[src/rtl/shift_issue_queue.sv]
// Issue queue in front of the shift ALU: buffers decoded ops and strobes a result valid/tag
// one cycle after each issue. Optional macro SHIFT_ILLEGAL_OP_CHECK_EN retires illegal opcodes unissued.
module shift_issue_queue #(
   parameter int DEPTH = 4,
   parameter int TAG_W = 4
) (
   input  logic                    CLOCK,
   input  logic                    RESET,
   input  logic                    flush,
   input  logic                    dec_valid,
   output logic                    dec_ready,
   input  logic [2:0]              dec_op,
   input  logic [31:0]             dec_operand,
   input  logic [4:0]              dec_shamt,
   input  logic [TAG_W-1:0]        dec_tag,
   input  logic                    wb_ready,
   output logic                    alu_enable,
   output logic [31:0]             alu_in,
   output logic [4:0]              alu_shift,
   output logic [2:0]              alu_shift_operation,
   output logic                    res_valid,
   output logic [TAG_W-1:0]        res_tag,
`ifdef SHIFT_ILLEGAL_OP_CHECK_EN
   output logic                    res_illegal,
`endif
   output logic [$clog2(DEPTH):0]  occupancy
);

   localparam int AW = $clog2(DEPTH);
   localparam logic [AW:0] FULL_CNT = (AW+1)'(DEPTH);

   logic [2:0]       op_mem      [DEPTH];
   logic [31:0]      operand_mem [DEPTH];
   logic [4:0]       shamt_mem   [DEPTH];
   logic [TAG_W-1:0] tag_mem     [DEPTH];

   logic [AW-1:0]    wr_ptr;
   logic [AW-1:0]    rd_ptr;
   logic [AW:0]      count;

   logic             push;
   logic             pop;
   logic             head_legal;

   logic             issue_vld_p1;
   logic [TAG_W-1:0] issue_tag_p1;
`ifdef SHIFT_ILLEGAL_OP_CHECK_EN
   logic             issue_illegal_p1;

   function automatic logic op_is_legal(input logic [2:0] op);
      return (op[2] == 1'b0);
   endfunction
`endif

   // ready depends only on the registered count, never on the same-cycle pop
   always_comb begin
      dec_ready  = (count != FULL_CNT);
      push       = dec_valid && dec_ready && !flush;
      pop        = (count != '0) && wb_ready && !flush;
`ifdef SHIFT_ILLEGAL_OP_CHECK_EN
      head_legal = op_is_legal(op_mem[rd_ptr]);
`else
      head_legal = 1'b1;
`endif
   end

   assign occupancy = count;

   // ---- stage p0: queue storage
   always_ff @(posedge CLOCK) begin
      if (push) begin
         op_mem[wr_ptr]      <= dec_op;
         operand_mem[wr_ptr] <= dec_operand;
         shamt_mem[wr_ptr]   <= dec_shamt;
         tag_mem[wr_ptr]     <= dec_tag;
      end
   end

   always_ff @(posedge CLOCK) begin
      if (!RESET) begin
         wr_ptr <= '0;
         rd_ptr <= '0;
         count  <= '0;
      end else if (flush) begin
         wr_ptr <= '0;
         rd_ptr <= '0;
         count  <= '0;
      end else begin
         if (push) wr_ptr <= wr_ptr + 1'b1;
         if (pop)  rd_ptr <= rd_ptr + 1'b1;
         case ({push, pop})
            2'b10:   count <= count + 1'b1;
            2'b01:   count <= count - 1'b1;
            default: count <= count;
         endcase
      end
   end

   // ---- stage p1: issue to ALU
   always_ff @(posedge CLOCK) begin
      if (!RESET) begin
         alu_enable          <= 1'b0;
         alu_in              <= '0;
         alu_shift           <= '0;
         alu_shift_operation <= '0;
         issue_vld_p1        <= 1'b0;
`ifdef SHIFT_ILLEGAL_OP_CHECK_EN
         issue_illegal_p1    <= 1'b0;
`endif
      end else begin
         alu_enable   <= pop && head_legal;
         issue_vld_p1 <= pop;
`ifdef SHIFT_ILLEGAL_OP_CHECK_EN
         issue_illegal_p1 <= pop && !head_legal;
`endif
         if (pop && head_legal) begin
            alu_in              <= operand_mem[rd_ptr];
            alu_shift           <= shamt_mem[rd_ptr];
            alu_shift_operation <= op_mem[rd_ptr];
         end
      end
   end

   always_ff @(posedge CLOCK) begin
      if (pop) issue_tag_p1 <= tag_mem[rd_ptr];
   end

   // ---- stage p2: result strobe aligned with the ALU's registered output
   always_ff @(posedge CLOCK) begin
      if (!RESET) begin
         res_valid   <= 1'b0;
         res_tag     <= '0;
`ifdef SHIFT_ILLEGAL_OP_CHECK_EN
         res_illegal <= 1'b0;
`endif
      end else begin
         res_valid <= issue_vld_p1 && !flush;
         if (issue_vld_p1) res_tag <= issue_tag_p1;
`ifdef SHIFT_ILLEGAL_OP_CHECK_EN
         res_illegal <= issue_vld_p1 && issue_illegal_p1 && !flush;
`endif
      end
   end

endmodule

[config.mk]
export PLATFORM = sky130hd
export DESIGN_NAME = shift_issue_queue
export DESIGN_NICKNAME = d
export VERILOG_FILES = /design/src/rtl/shift_issue_queue.sv
export SDC_FILE = /design/constraint.sdc
export NUM_CORES = 1
export LEC_CHECK = 0
export CAP_MARGIN = 10
export CORE_ASPECT_RATIO = 1.2
export CORE_UTILIZATION = 51
export CTS_CLUSTER_DIAMETER = 50
export DETAILED_ROUTE_END_ITERATION = 7
export HOLD_SLACK_MARGIN = 0.08
export PLACE_DENSITY = 0.74
export SLEW_MARGIN = 20
export SYNTH_ARGS = -nofsm -noshare
export SYNTH_HDL_FRONTEND = slang
export SYNTH_SLANG_ARGS = --single-unit
[constraint.sdc]
create_clock -name CLOCK -period 3.4 [get_ports CLOCK]
set_input_delay 0.51 -clock CLOCK [delete_from_list [all_inputs] [get_ports CLOCK]]
set_output_delay 0.51 -clock CLOCK [all_outputs]
set_load 0.01 [all_outputs]
### Cell outlines without signal wires, run 1

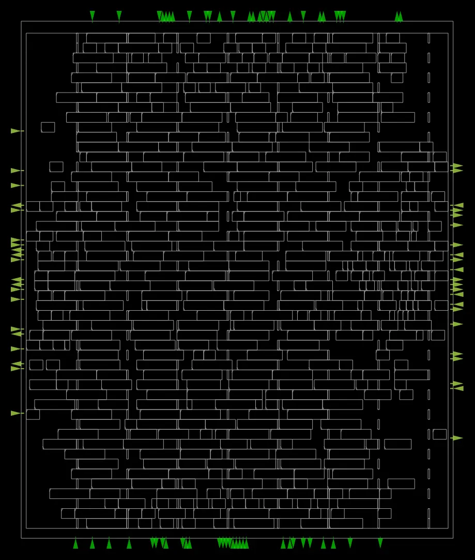
placement row count: 50
sequential cell count: 233
number of non-filler instances in the completed layout: 722
tapcell count: 208

### Cell area per tile, run 1

The die is cut into 12 by 14 equal tiles; white is low, dark blue is high, 0 to 100% covered.
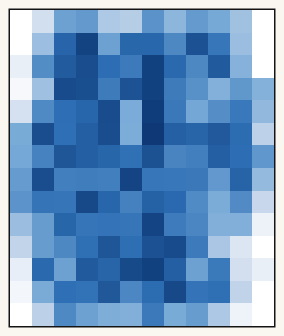
mean over tiles	60%
emptiest ninth of the die	south-east
fullest tile	96%
nearly empty tiles	5.4%
tiles over 75% full	32%

### M3 wires, run 1

Bar = 20 um.
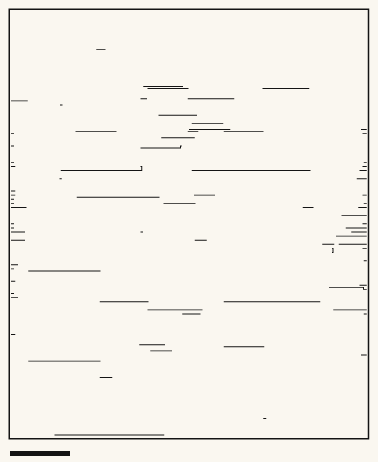
wire length on this layer	582 um
share of all routed wire	3.9%
main direction	horizontal
longest straight run	39.1 um
nets with wire on the layer	58

==> notes.md, run 1 <==
Item: results of the latest flow run.

- The stage-log warning count is 29.
- The number of antenna violations at the first check in global routing is 1.
- The top-level port count is 99.
- The total power after layout is 5.84 mW.
- Global routing used under 10% of the available met3 tracks.
- The critical path's slowest stage uses the library cell clkdlybuf4s50_1.
- The nature of the critical path startpoint is a flip-flop.
- The flow reports that the clock network draws 43.2% of the design power.
- The largest area contributor in the netlist is edfxtp_1.
- The per-cell via count in the routed design is 5.58.
- Per the GRT log, the top usage layer is met2.
- The post-placement cell area is 9550 sq um.
- The worst VDD IR drop from the latest analysis is 0.000420 V.
- Counting along the longest clock path gives a buffer depth of 3.
- The area of the mapped netlist is roughly 8300 sq um.
- The timing report gives the biggest stage delay along the critical path as 0.50 ns.
- The setup slack at placement is 0.534 ns.
- The net switching power is approximately 1.1 mW.
- The chip footprint is 16900 sq um.
- Post-CTS timing repair inserted 0 buffers for setup.
- The residual overflow from global routing is 0.
- Walking the worst path, the cells encountered are nor3b_1, inv_1, clkdlybuf4s50_1.
- The worst hold path belongs to the class reg2reg.
- In the routed design, unresolved DRC markers number 0.
- The most frequent logic cell in the layout is edfxtp_1.
- For this run, the final setup violation count is recorded as 0.
- The transition time recorded at the tightest slew-check pin is 1.01 ns.
- The layout cell share with drive strength beyond 1 is between 15 and 20%.
- The tree is rooted in a clkbuf_16.
- The worst path meets setup with 0.932 ns of slack.
- The worst min-delay path endpoint is alu_in[23]$_SDFFE_PN0P_.
- In the hold timing report, the worst path depth is 1.
- The run finished with clean final reports.
- The commonest register cell is edfxtp_1.
- TritonCTS built the clock tree.
- The number of nets in the synthesized netlist is 443.
- Per the log, the first TritonRoute iteration ended with a DRC count of 267.
- Before placement the cells fill 52.8% of the core.
- Per the timing report, the achievable frequency comes out to 405 MHz.
- Grouping non-sequential cells by family puts the most area in multiplexers.
- The maximum number of pins on one net before global-route repair is 47.
- The largest register by flop count is operand_mem.
- The synthesized netlist devotes less than 1% of its cell area to XOR and XNOR gates.
- The end point of the critical path is dec_ready.
-- run 1: cell type report --
type	instances	area, sq um	area share (%)
diodes	1	2.50	0.0242
clock buffers	31	657	6.36
clock inverters	10	110	1.07
inverters	6	22.5	0.218
multi-input cells	129	1720	16.7
flip-flops and latches	233	6470	62.7
well taps	208	260	2.52
repair buffers	104	1080	10.4
-- run 1: power groups by stage --
| stage | Clock [mW] | Sequential (mW) | Combinational [mW] |
|---|---|---|---|
| 6_report | 2.52 | 3.12 | 0.191 |
| 3_5_place_dp | 0 | 3.19 | 0.192 |
| 2_1_floorplan | 0 | 3.18 | 0.0753 |
| 4_1_cts | 2.57 | 3.13 | 0.194 |
| 3_3_place_gp | 0 | 3.18 | 0.187 |
| 5_1_grt | 2.68 | 3.13 | 0.205 |
### Register map, names as in the netlist, run 1

Bar = 20 um.
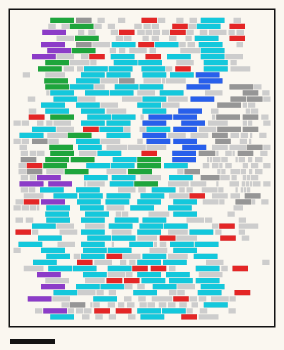

## Run 2: what changed since run 1
- clock period: 3.4 -> 2.5 ns (I/O delays scaled with it)
### Register map, names as in the netlist, run 2

Bar = 20 um.
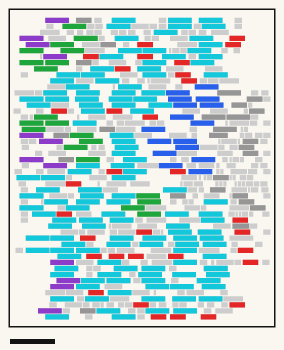
colour	name in the netlist	sequential cells
green	shamt_mem	20
purple	op_mem	12
blue	tag_mem	16
cyan	operand_mem	128
red	alu_in	32

==> run 2 against run 1 <==
Compared with the run above: worst hold slack better by 0.0076 ns; power is 31% higher; sequential share of layout area is 0.15 points lower; register-to-register slack worse by 0.79 ns; global-route usage is 0.17 points lower; non-clock buffer count is 8 higher; synthesized cell count stayed put; first-iteration DRC count is 24% lower; critical endpoint unchanged.
==> notes.md, run 2 <==
Item: results of the latest flow run.

- The hold-critical path depth is 1 (unchanged).
- In the hold report, the worst path ends at alu_shift_operation[2]$_SDFFE_PN0P_.
- The number of antenna violations at the first check in global routing is 0 (-1).
- The layout cell share with drive strength beyond 1 came to 17.3% (-0.24 points).
- The net switching power is 1.45 mW (+31%).
- The most frequent logic cell in the layout is edfxtp_1.
- The count of buffers added by post-CTS timing repair for setup is 0 (unchanged).
- Timing would allow up to ~440 MHz.
- The top-level port count is 99 (unchanged).
- The met3 capacity usage during global routing is 2.88% (+0.28 points).
- The xor and xnor area share after synthesis is 0.421% (unchanged).
- The number of sequential cells is 233 (unchanged).
- For reference, the top logic cell family by area is multiplexers.
- The sequential power is 4.25 mW (+36%).
- The largest buffer count on any clock path is 3 (unchanged).
- The maximum VDD drop is 0.000697 V (+66%).
- The non-clock inverter total of the final layout came to 6 (unchanged).
- The portion of total power attributed to the clock network is 40.9% (-2.3 points).
- The global-route layer with the greatest usage is met2.
- The biggest cell category by area in the final layout is registers.
- Summed over all instances, the cell type with the most area after synthesis is edfxtp_1.
- The run finished with clean final reports.
==> run 2: netlist changes by cell type in the layout (fill, tap and decap cells not counted), sizes merged <==
cell      change
buf           +8
bufinv        -1
clkbuf        -1
clkinvlp      -1
clkinv        +4
diode         -1
inv           -2
==> run 2: stage by stage <==
| step | instance area (sq um) | util (%) | hold WS (ns) | setup WS, ns |
|---|---|---|---|---|
| 2_1_floorplan | 8330 | - | 0.474 | 0.0685 |
| 3_3_place_gp | 9660 | 61.3 | 0.460 | 0.0381 |
| 3_5_place_dp | 9660 | 61.3 | 0.467 | -0.0714 |
| 4_1_cts | 10300 | 65.6 | 0.485 | 0.0744 |
| 5_1_grt | 10300 | 65.6 | 0.501 | 0.0800 |
| 6_report | 10300 | 65.6 | 0.484 | 0.212 |
No activity file was given, so power comes from the tool's default toggle rates.
